==> config.mk <==
export PLATFORM = sky130hd
export DESIGN_NAME = fm_guard_packer
export DESIGN_NICKNAME = d
export VERILOG_FILES = /design/src/rtl/fm_guard_packer.sv
export SDC_FILE = /design/constraint.sdc
export NUM_CORES = 1
export LEC_CHECK = 0
export ABC_AREA = 1
export CORE_MARGIN = 1
export CORE_UTILIZATION = 30
export DETAILED_ROUTE_END_ITERATION = 10
export PLACE_DENSITY_LB_ADDON = 0.1
export SLEW_MARGIN = 20
export SYNTH_ARGS = -nofsm -noshare
export SYNTH_HDL_FRONTEND = slang
export SYNTH_SLANG_ARGS = --single-unit
==> constraint.sdc <==
create_clock -name clk -period 8.1 [get_ports clk]
set_input_delay 1.62 -clock clk [delete_from_list [all_inputs] [get_ports clk]]
set_output_delay 1.62 -clock clk [all_outputs]
set_load 0.03 [all_outputs]
Run 1, placement density heat map:
Scale: 2 px per µm. The die is cut into 21 by 21 equal tiles; white is low, dark blue is high, 0 to 100% covered.
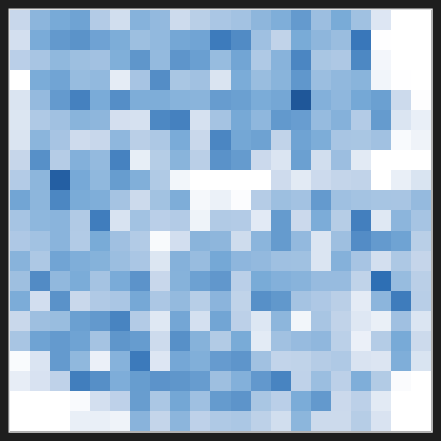
emptiest ninth of the die	south-east
fullest tile	84%
tiles over 75% full	0.50%
utilization after layout: 38.7%
Floorplan Core Area: 43,000 µm²

Run 1, routed metal, one color a layer:
Scale: 2 px per µm.
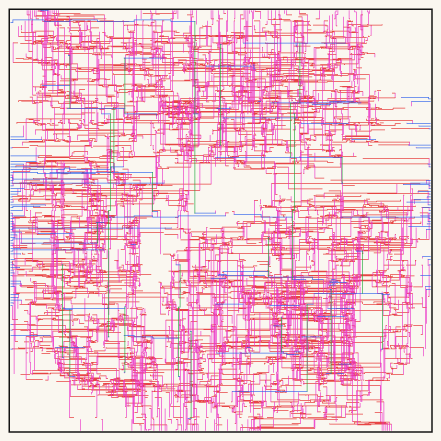
layer	color	wire length
met3	blue	1,900 µm
met2	magenta	17,000 µm
met1	red	19,900 µm
met4	green	910 µm
Final Routed Wirelength: 39.7 mm
Overall Global Routing Usage: 18.0%

Run 1, sequential cells colored by netlist name:
Scale: 2 px per µm. Other sequential cells in the stronger gray, the rest of the logic in the fainter gray.
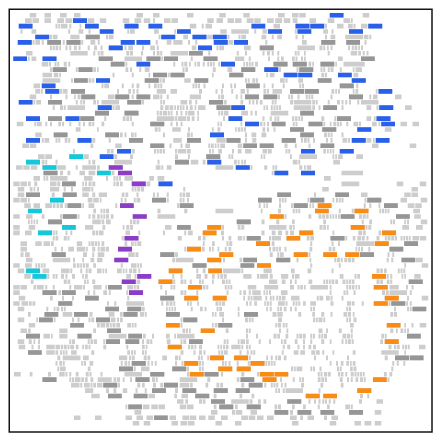
signal	color	flops
u_fm.wr_data	blue	64
u_guard.acc	orange	48
u_fm.words	purple	11
u_fm.wr_addr	cyan	10
not colored	159
fraction of standard cell area that is sequential: 35.1%
area taken by flip-flops and latches: 5850 µm²
total sequential power: 1.50 mW

==> metrics.cfg, run 1 <==
[route]
drt_iter0_markers=642
avgViaCountPerCell=4.60
detail_route.drc_violations=2
drt_first_pass_iters=8
postRouteAntennaNets=0
post_drt_wl_per_cell_um=15.3

[sta]
skew_ns=0.0160
setup_violators_final=0
max_slew.worst_pin.slew_ns=0.973
max_freq_ghz=0.217
relSlewSlack_pct=35.1
fin_tns_setup_ns=0
timing.final.crit_period_ns=4.62
report.final.hold_viol_count=0

[run]
maxCapViolCount=0

[setup_path]
worst-path-max-fanout=51
critPathTopFamily=buffers and inverters
critical_path_cell_by_cell=clkdlybuf4s50_1 -> nand2_1 -> inv_2 -> nor2_1 -> clkinv_1 -> nor2_1 -> inv_2 -> o21ai_0
ff2ff_setup_slack_ns=4.18
criticalPathCategory=in2reg
critPathCaptureType=flop
sort_of_element_at_the_start_of_the_critical_path=primary input

[logic_synthesis]
sequential_share_of_the_synthesized_area_pct=44.7
synth_largest_type_area_fraction_pct=44.7
yosys_cells=1830
netlist_instances=1830
adder_share_pct=3.52
synth-async-reset-ratio_pct=0
synthesis_warning_total=0
synth_area_um2=13100
dominant_register_cell=dfxtp_1
synth-seq-cells=292
synth_dominant_cell_count=nand2_1

[finish]
nNonClkBuffers=198
antennaDiodeCount=0
multiInputGateArea_um2=5890
final_layout_size_suffix_gt1_share_pct=5.32
final.signal_inverter_count=260
clockNetworkAreaShare_pct=7.41
area_growth_syn_to_layout_pct=27.3
layout.cells.largest_class=logic gates
comb_area_share_pct=35.4

[die]
io_pins=193
n_tap_cell=585
row_count=76
chipHeight_um=211

[worst_hold_path]
worstHoldPathCells=2
class_of_the_most_critical_hold_timing_path=reg2reg

[clocking]
cts.repair_timing.setup_buffer_count=0
worstSkewPairLatency_ns=0.54
tritoncts=done
clkTransAtPathRegs_ns=0.06

[placement]
finalWeightedCongestion=0.872

[pwr]
pwr.group.clock_mw=1.66
power.share.switching_pct=25.7
p_clk_share_pct=47.3
peakVddDrop_mv=0.130

[run_status]
failing_checks=design-rule violations
run_status=complete, but fails checks

[run 1: metrics by stage]
stage	cell area (µm²)	setup WS [ns]	hold WS [ns]
after CTS	16600	3.31	0.456
after global routing	16600	3.02	0.485
after global placement	15400	2.82	0.436
final	16600	3.48	0.453
after detailed placement	15400	2.76	0.443
after floorplan	13100	5.14	0.419
[run 1: per-layer routing]
metal | vias up | wire (µm) | track usage [%]
met5 | - | 0 | 0
met4 | 0 | 909 | 5.80
met3 | 55 | 1900 | 3.60
met2 | 224 | 17000 | 27.3
met1 | 5494 | 19900 | 25.4
li1 | 6166 | - | -
==> run 1 -> run 2 <==
- clock period: 8.1 -> 3.79 ns (I/O delays scaled with it)
Run 2, routed metal, one color a layer:
Scale: 2 px per µm.
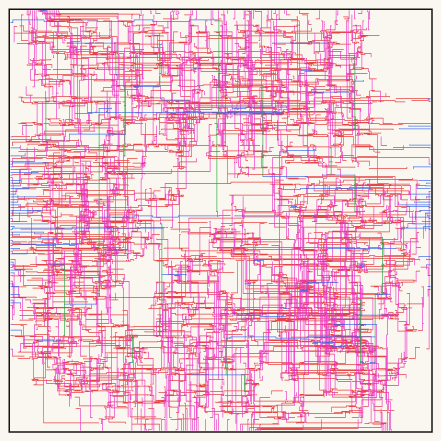
layer	color	wire length
met4	green	734 µm
met1	red	20.5 mm
met3	blue	1,780 µm
met2	magenta	17,000 µm
Overall Global Routing Usage: 18.0%
routed length per placed instance: 15.3 µm

Run 2, placement density heat map:
Scale: 2 px per µm. The die is cut into 21 by 21 equal tiles; white is low, dark blue is high, 0 to 100% covered.
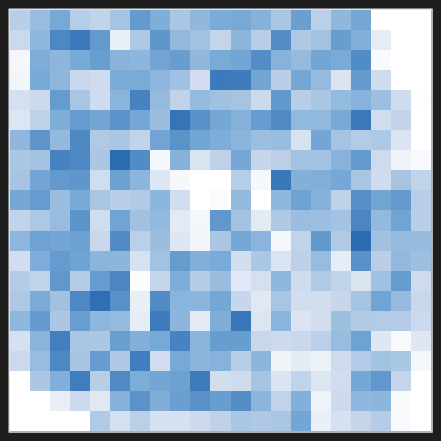
fullest tile	76%
tiles over 75% full	0.50%
mean over tiles	36%
utilization after layout: 39.2%
floorplan utilization: 30.4%

==> metrics.cfg, run 2 <==
[run_status]
run_status=complete, but fails checks  ; unchanged
failing_checks=design-rule violations  ; unchanged

[finish]
finalInstanceArea_um2=16800  ; was 16,600 µm²
seq-cell-share_pct=34.7  ; was 35.1%
area_growth_syn_to_layout_pct=28.9  ; was 27.3%
layout.cells.largest_class=logic gates  ; unchanged
clockNetworkAreaShare_pct=7.31  ; was 7.41%
antennaDiodeCount=0  ; unchanged
nNonClkBuffers=218  ; was 198
multiInputGateArea_um2=5890  ; unchanged
comb_area_share_pct=35.0  ; was 35.4%
area_taken_by_flip_flops_and_latches_um2=5850  ; unchanged
final.signal_inverter_count=260  ; unchanged

[route]
avgViaCountPerCell=4.57  ; was 4.60
drt_iter0_markers=599  ; was 642
detailroute.wirelength.met3_mm=1.78  ; was 1.90 mm
totalWireLength_mm=40.1  ; was 39.7 mm
detail_route.drc_violations=1  ; was 2
top_layer=met4  ; unchanged
drt_first_pass_iters=11  ; was 8
routed-wl-met2_mm=17.0  ; about the same
wirelength_met1_mm=20.5  ; was 19.9 mm

[sta]
holdWs_ns=0.449  ; was 0.453 ns
setup_violators_final=0  ; unchanged
fin_tns_setup_ns=0  ; unchanged
report.final.hold_viol_count=0  ; unchanged
max_slew.worst_pin.slew_ns=0.711  ; was 0.973 ns
relSlewSlack_pct=52.5  ; was 35.1%

[placement]
place_area_um2=15600  ; was 15,400 µm²
dp_worst_setup_slack_ns=0.641  ; was 2.76 ns

[setup_path]
criticalPathCategory=reg2reg  ; was in2reg
critPathCaptureType=flop  ; unchanged
worst-path-max-fanout=13  ; was 51
ff2ff_setup_slack_ns=0.64  ; was 4.18 ns

[logic_synthesis]
sequential_share_of_the_synthesized_area_pct=44.7  ; unchanged
dominant_register_cell=dfxtp_1  ; unchanged
synth_largest_type_area_fraction_pct=44.7  ; unchanged
synth-async-reset-ratio_pct=0  ; unchanged
synth-seq-cells=292  ; unchanged
yosys_cells=1830  ; unchanged
synth_dominant_cell_count=nand2_1  ; unchanged
netlist_instances=1830  ; unchanged
synthesis_warning_total=0  ; unchanged

[global_routing]
grt_use_met2_pct=27.2  ; was 27.3%
use_met1_pct=26.1  ; was 25.4%
globalRoute.busiestLayer=met2  ; unchanged

[die]
floorplan.core_area_um2=43000  ; unchanged
io_pins=193  ; unchanged

[clocking]
clkTransAtPathRegs_ns=0.05  ; was 0.06 ns
tritoncts=done  ; unchanged
worstSkewPairLatency_ns=0.53  ; was 0.54 ns

[pwr]
peakVddDrop_mv=0.253  ; was 0.130 mV

[run]
maxCapViolCount=0  ; unchanged

-- run 2: cell types whose count changed in the layout (fill, tap and decap cells not counted), sizes merged --
| cell | before | now |
|---|---|---|
| buf | 7 | 27 |
| inv | 259 | 257 |
| clkbuf | 56 | 57 |
-- run 2: power by group --
part | internal [mW] | switching [mW] | total, mW
sequential | 3.15 | 0.0527 | 3.21
combinational | 0.267 | 0.510 | 0.777
clock | 2.19 | 1.35 | 3.53
-- run 2: logic make-up after synthesis --
logic type	Yosys count	synth area share (%)
adders and majority gates	35	3.52
buffers and inverters	342	10.2
xor gates and xnor gates	14	0.938
and+or+nand+nor	789	25.2
AOI/OAI and AO/OA	357	15.3
muxes	1	0.0766
DFF	292	44.7
Power and IR drop assume default switching activity.
